[src/rtl/alu_issue_ctrl.sv]
// Issue controller for a power-gated ALU: powers the ALU up on demand, issues one
// operation at a time, returns the result and powers down after idling or a hang.
module alu_issue_ctrl #(
    parameter int IDLE_TIMEOUT = 16,
    parameter int PWRUP_CYCLES = 4,
    parameter int BUSY_MAX     = 31
) (
    input  logic        clk,
    input  logic        rst_n,
    input  logic        req_valid,
    output logic        req_ready,
    input  logic [15:0] req_a,
    input  logic [15:0] req_b,
    input  logic [3:0]  req_op,
    output logic        rsp_valid,
    input  logic        rsp_ready,
    output logic [15:0] rsp_data,
    output logic        rsp_err,
    output logic [15:0] alu_a,
    output logic [15:0] alu_b,
    output logic [3:0]  alu_opcode,
    output logic        alu_start,
    input  logic        alu_busy,
    input  logic [15:0] alu_result,
    output logic        alu_pwr_en,
    output logic        iso_en,
    output logic [2:0]  dbg_state_o
);
    localparam int IW = $clog2(IDLE_TIMEOUT + 1);
    localparam int PW = $clog2(PWRUP_CYCLES + 1);
    localparam int BW = $clog2(BUSY_MAX + 1);

    typedef enum logic [2:0] {
        OFF     = 3'd0,
        PWRUP   = 3'd1,
        IDLE    = 3'd2,
        ISSUE   = 3'd3,
        WAIT    = 3'd4,
        RESP    = 3'd5,
        ISOLATE = 3'd6
    } state_t;

    state_t      state_q, state_d;
    logic [IW-1:0] idle_cnt_q, idle_cnt_d;
    logic [PW-1:0] pu_cnt_q, pu_cnt_d;
    logic [BW-1:0] wd_cnt_q, wd_cnt_d;
    logic        force_pd_q, force_pd_d;
    logic [15:0] alu_a_q, alu_a_d, alu_b_q, alu_b_d;
    logic [3:0]  alu_op_q, alu_op_d;
    logic [15:0] rsp_data_q, rsp_data_d;
    logic        rsp_err_q, rsp_err_d;
    logic        rsp_valid_q, alu_start_q, pwr_en_q, iso_en_q;

    // Handshakes: a transfer happens at a rising clk edge where valid && ready.
    always_comb begin
        state_d    = state_q;
        idle_cnt_d = idle_cnt_q;
        pu_cnt_d   = pu_cnt_q;
        wd_cnt_d   = wd_cnt_q;
        force_pd_d = force_pd_q;
        alu_a_d    = alu_a_q;
        alu_b_d    = alu_b_q;
        alu_op_d   = alu_op_q;
        rsp_data_d = rsp_data_q;
        rsp_err_d  = rsp_err_q;
        case (state_q)
            OFF: begin
                if (req_valid) begin
                    state_d  = PWRUP;
                    pu_cnt_d = '0;
                end
            end
            PWRUP: begin
                if (pu_cnt_q == PW'(PWRUP_CYCLES - 1)) begin
                    state_d    = IDLE;
                    idle_cnt_d = '0;
                end else begin
                    pu_cnt_d = pu_cnt_q + PW'(1);
                end
            end
            IDLE: begin
                // Acceptance is checked first so it wins over a same-cycle timeout.
                if (req_valid) begin
                    alu_a_d    = req_a;
                    alu_b_d    = req_b;
                    alu_op_d   = req_op;
                    idle_cnt_d = '0;
                    if (req_op >= 4'b1010) begin
                        state_d    = RESP;
                        rsp_data_d = '0;
                        rsp_err_d  = 1'b1;
                    end else begin
                        state_d = ISSUE;
                    end
                end else if (idle_cnt_q == IW'(IDLE_TIMEOUT - 1)) begin
                    state_d = ISOLATE;
                end else begin
                    idle_cnt_d = idle_cnt_q + IW'(1);
                end
            end
            ISSUE: begin
                state_d  = WAIT;
                wd_cnt_d = '0;
            end
            WAIT: begin
                if (!alu_busy) begin
                    state_d    = RESP;
                    rsp_data_d = alu_result;
                    rsp_err_d  = 1'b0;
                end else if (wd_cnt_q == BW'(BUSY_MAX - 1)) begin
                    state_d    = RESP;
                    rsp_data_d = '0;
                    rsp_err_d  = 1'b1;
                    force_pd_d = 1'b1;
                end else begin
                    wd_cnt_d = wd_cnt_q + BW'(1);
                end
            end
            RESP: begin
                if (rsp_ready) begin
                    force_pd_d = 1'b0;
                    if (force_pd_q) begin
                        state_d = ISOLATE;
                    end else begin
                        state_d    = IDLE;
                        idle_cnt_d = '0;
                    end
                end
            end
            ISOLATE: state_d = OFF;
            default: state_d = OFF;
        endcase
    end

    always_ff @(posedge clk or negedge rst_n) begin
        if (!rst_n) begin
            state_q     <= OFF;
            idle_cnt_q  <= '0;
            pu_cnt_q    <= '0;
            wd_cnt_q    <= '0;
            force_pd_q  <= 1'b0;
            alu_a_q     <= '0;
            alu_b_q     <= '0;
            alu_op_q    <= '0;
            rsp_data_q  <= '0;
            rsp_err_q   <= 1'b0;
            rsp_valid_q <= 1'b0;
            alu_start_q <= 1'b0;
            pwr_en_q    <= 1'b0;
            iso_en_q    <= 1'b1;
        end else begin
            state_q     <= state_d;
            idle_cnt_q  <= idle_cnt_d;
            pu_cnt_q    <= pu_cnt_d;
            wd_cnt_q    <= wd_cnt_d;
            force_pd_q  <= force_pd_d;
            alu_a_q     <= alu_a_d;
            alu_b_q     <= alu_b_d;
            alu_op_q    <= alu_op_d;
            rsp_data_q  <= rsp_data_d;
            rsp_err_q   <= rsp_err_d;
            // Registered outputs are decoded from the next state so they align with it.
            rsp_valid_q <= (state_d == RESP);
            alu_start_q <= (state_d == ISSUE);
            pwr_en_q    <= (state_d != OFF);
            iso_en_q    <= (state_d == OFF) || (state_d == PWRUP) || (state_d == ISOLATE);
        end
    end

    assign req_ready   = (state_q == IDLE);
    assign rsp_valid   = rsp_valid_q;
    assign rsp_data    = rsp_data_q;
    assign rsp_err     = rsp_err_q;
    assign alu_a       = alu_a_q;
    assign alu_b       = alu_b_q;
    assign alu_opcode  = alu_op_q;
    assign alu_start   = alu_start_q;
    assign alu_pwr_en  = pwr_en_q;
    assign iso_en      = iso_en_q;
    assign dbg_state_o = state_q;
endmodule

[config.mk]
export PLATFORM = sky130hd
export DESIGN_NAME = alu_issue_ctrl
export DESIGN_NICKNAME = d
export VERILOG_FILES = /design/src/rtl/alu_issue_ctrl.sv
export SDC_FILE = /design/constraint.sdc
export NUM_CORES = 1
export LEC_CHECK = 0
export ABC_AREA = 1
export CAP_MARGIN = 20
export CORE_MARGIN = 2
export CORE_UTILIZATION = 48
export DETAILED_ROUTE_END_ITERATION = 8
export PLACE_DENSITY_LB_ADDON = 0.12
export SYNTH_ARGS = -nofsm -noshare
export SYNTH_HDL_FRONTEND = slang
export SYNTH_SLANG_ARGS = --single-unit
[constraint.sdc]
create_clock -name clk -period 4 [get_ports clk]
set_input_delay 0.6 -clock clk [delete_from_list [all_inputs] [get_ports clk]]
set_output_delay 0.6 -clock clk [all_outputs]
set_load 0.02 [all_outputs]
Fig. 1: the metal 1 layer
Bar = 20 µm. Supply wires on this layer in gray. Cells faint in the background.
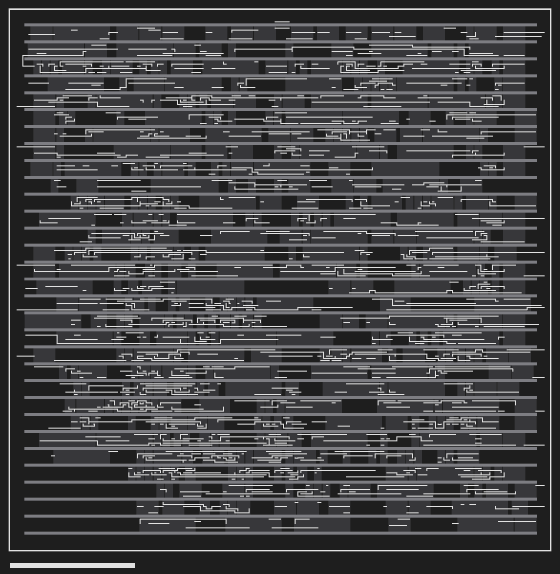
wire length on this layer: 3730 µm
longest straight run: 31.7 µm
share of all routed wire: 46%
nets with wire on the layer: 511
total detailed-routing wirelength: 8147 µm
met1 layer usage reported by global route: 30.77%
number of vias in the routed layout: 3020

Fig. 2: layout detail
Bar = 10 µm. Window x 23 to 63, y 6 to 46 µm. Cells in gray, sequential cells in the stronger gray; small squares are vias.
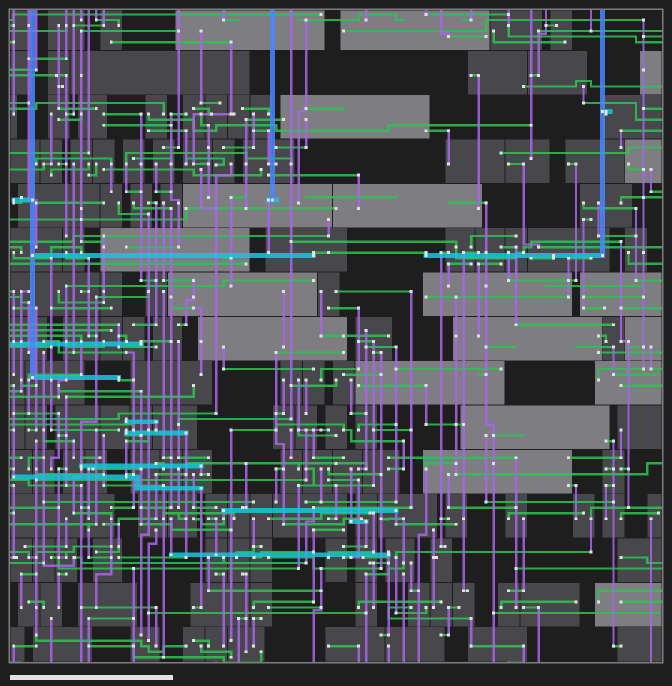
| layer | color |
|---|---|
| metal 4 | blue |
| metal 3 | cyan |
| metal 2 | purple |
| metal 1 | green |
sequential cells in the window: 14
most frequent: nand2_1 (41), nor2_1 (20), clkdlybuf4s50_1 (15)
netlist names of flops here include: alu_b (3), dbg_state_o (3), alu_opcode (2)
cells with their middle in the window: 145

==> impl_metrics.tcl <==
# yosys + openroad results
set metrics [dict create \
    run_status "finished, final reports clean" \
    floorplan.nets 465 \
    avgViaCountPerCell 4.983 \
    cap_violations 0 \
    synth.cells.most_frequent "208 x sky130_fd_sc_hd__nand2_1, 73 x sky130_fd_sc_hd__dfrtp_1, 33 x sky130_fd_sc_hd__nor2_1" \
    drt.antenna.violating_nets 0 \
    floorplan.initialDensity_pct 48.88 \
    reg2reg_setup_slack_ns 1.96 \
    crit_type "register to output pin" \
    grt_setup_unrepaired "no" \
    final_layout_size_suffix_gt1_share_pct 6.274 \
    remaining_drc_errors 0 \
    worstReg2RegStart "dbg_state_o[0]" \
    synth.top_cells.by_area "sky130_fd_sc_hd__dfrtp_1 56%, sky130_fd_sc_hd__nand2_1 24%, sky130_fd_sc_hd__nor2_1 3.8%" \
    cts_max_path_buffers 2 \
    worstRegToRegCells 8 \
    tritoncts.num_buffers 9 \
    postCtsResizedCells 0 \
    finalHoldViolCount 0 \
    port_buffers 117 \
    die_area_um2 7520 \
    warnings 27 \
    dr.pass1.iters 4 \
    setup_viol 0 \
    antennaDiodeCount 0 \
    netlist_area_before_placement_um2 3284 \
    gp_congestion 0.9367 \
    total_power_w 0.003597 \
    grt_pass1_vias 2898 \
    yosys.area.top_type_share_pct 55.62 \
    die_x_size_um 86.72 \
    yosys_warnings 0 \
    layout.cells.most_common_list "208 x sky130_fd_sc_hd__nand2_1, 116 x sky130_fd_sc_hd__clkdlybuf4s50_1, 73 x sky130_fd_sc_hd__dfrtp_1, 33 x sky130_fd_sc_hd__nor2_1, 20 x sky130_fd_sc_hd__inv_1" \
    cts.hold.buffers_added 0 \
    timing.critical_path.fanout_max 9 \
    setup.worst_path.start "dbg_state_o[2]" \
    final_area_um2 4748 \
    syn-mean-instance-area_um2 8.170 \
    critPathCaptureType "output pin" \
    worst_ir_drop_on_vdd_mv 0.3452 \
    top_level_ports 118 \
    power.share.clock_pct 19.4 \
    ys_types 24 \
    grt-ovfl-total 0 \
    hp-class "input port to asynchronous set/reset pin" \
    dpl.hpwl_um 5802 \
    synth-area-yosys_um2 3284 \
    htreeDepth 3 \
    core-area_um2 6719 \
    tightest_slew_ns 0.9003 \
    endpoint "req_ready" \
    busiest_metal_layer_after_global_routing "met2" \
    synth_stat.cells 402 \
    clock_insertion_delay_worst_skew_ns 0.34 \
    clkSlewWorstSetupHoldPaths_ns 0.08 \
    floorplan.die.height_um 86.72 \
    grt_use_total_pct 23.02 \
    netSwitchingPower_w 0.001398 \
    cell_at_the_root_of_the_clock_tree "sky130_fd_sc_hd__clkbuf_8" \
    slew_viol_final 0 \
    upper_clock_frequency_limit_ghz 0.4064 \
    power_density_normalized_to_cell_area_nw_per_um2 757.5 \
    yosysSeqAreaShare_pct 56.42 \
    synthArstFlopShare_pct 100.0 \
    enable_flop_cells 0 \
    required_ns 3.40 \
    maxSlewHeadroom_pct 39.98 \
    worst-endpoint-arrival_ns 1.86 \
    num_rows 30 \
    area.growth.synth_to_final_pct 44.57 \
    period_used_pct 61.52 \
    setup_total_negative_slack_ns 0 \
    groute.layer.met3.usage_pct 5.429 \
    worst_clock_skew_ns 0.007784 \
]
Fig. 3: met2 routing
Bar = 20 µm. Cells faint in the background.
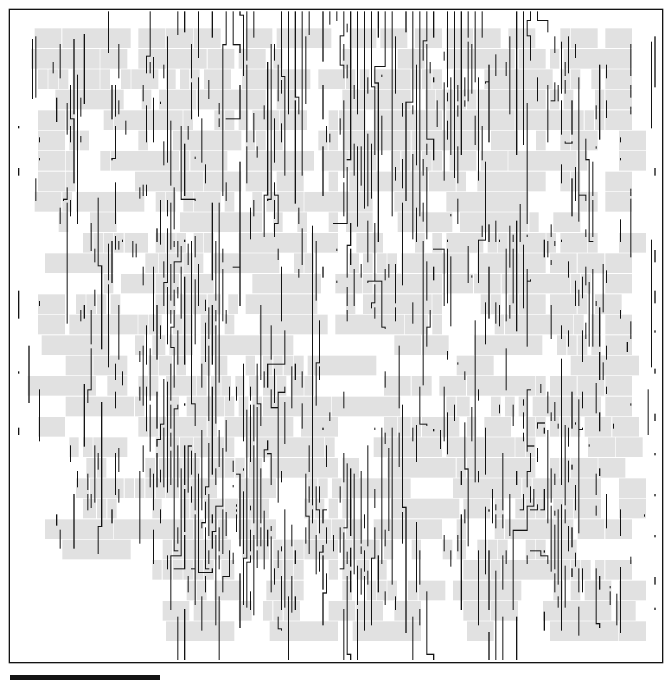
share of all routed wire: 45%
main direction: vertical
nets with wire on the layer: 476
wire length on this layer: 3640 µm
longest straight run: 37.1 µm
GR Util met2: 35.38%

-- layout make-up --
type                    count  area (µm²)  area share [%]
inverters                  24       90.09           1.897
well taps                  80       100.1           2.108
repair buffers            119        1184           24.93
clock inverters             5       102.6           2.161
flip-flops and latches     74        1853           39.03
clock buffers              10       137.6           2.899
multi-input cells         294        1281           26.98
-- kinds of logic after synthesis --
| kind of cell | share of synthesized area, % |
|---|---|
| and+or+nand+nor | 33.75 |
| adders and majority gates | 2.286 |
| DFF | 56.42 |
| buffers and inverters | 4.571 |
| AOI/OAI and AO/OA | 2.171 |
| xor gates and xnor gates | 0.8001 |
-- critical path, stage by stage (launching register included) --
cell and delay, ns:
sky130_fd_sc_hd__dfrtp_1 0.51, sky130_fd_sc_hd__inv_2 0.15, sky130_fd_sc_hd__nand2_2 0.08, sky130_fd_sc_hd__nor2_4 0.14
sky130_fd_sc_hd__clkdlybuf4s50_1 0.63
-- power groups by stage --
stage	clock [W]	combinational, W	sequential (W)
floorplan	0	0.000586	0.00155
global placement	0	0.00163	0.00124
detailed placement	0	0.00167	0.00125
CTS	0.000711	0.00168	0.00124
global route	0.000746	0.00182	0.00127
finish	0.000699	0.00166	0.00124
-- per-stage QoR --
stage	instances	hold slack (ns)	utilization (%)
after global placement	591	0.4546	67.10
final	606	0.3628	70.67
after detailed placement	591	0.4586	67.10
after CTS	606	0.4120	70.67
after global routing	606	0.4541	70.67
after floorplan	402	0.3044	-
-- metal layers --
metal	wire length [µm]	vias to the layer above
met5	0	-
met1	3727	1401
li1	-	1476
met4	243	0
met2	3637	122
met3	539	21
-- registers in the layout (all words and copies together) (netlist names), 3 cells and up --
register	count
alu_opcode	4
alu_b	16
alu_a	16
idle_cnt_q	5
pu_cnt_q	3
wd_cnt_q	5
dbg_state_o	3
rsp_data	16
Power is estimated from default activity; no workload was simulated.
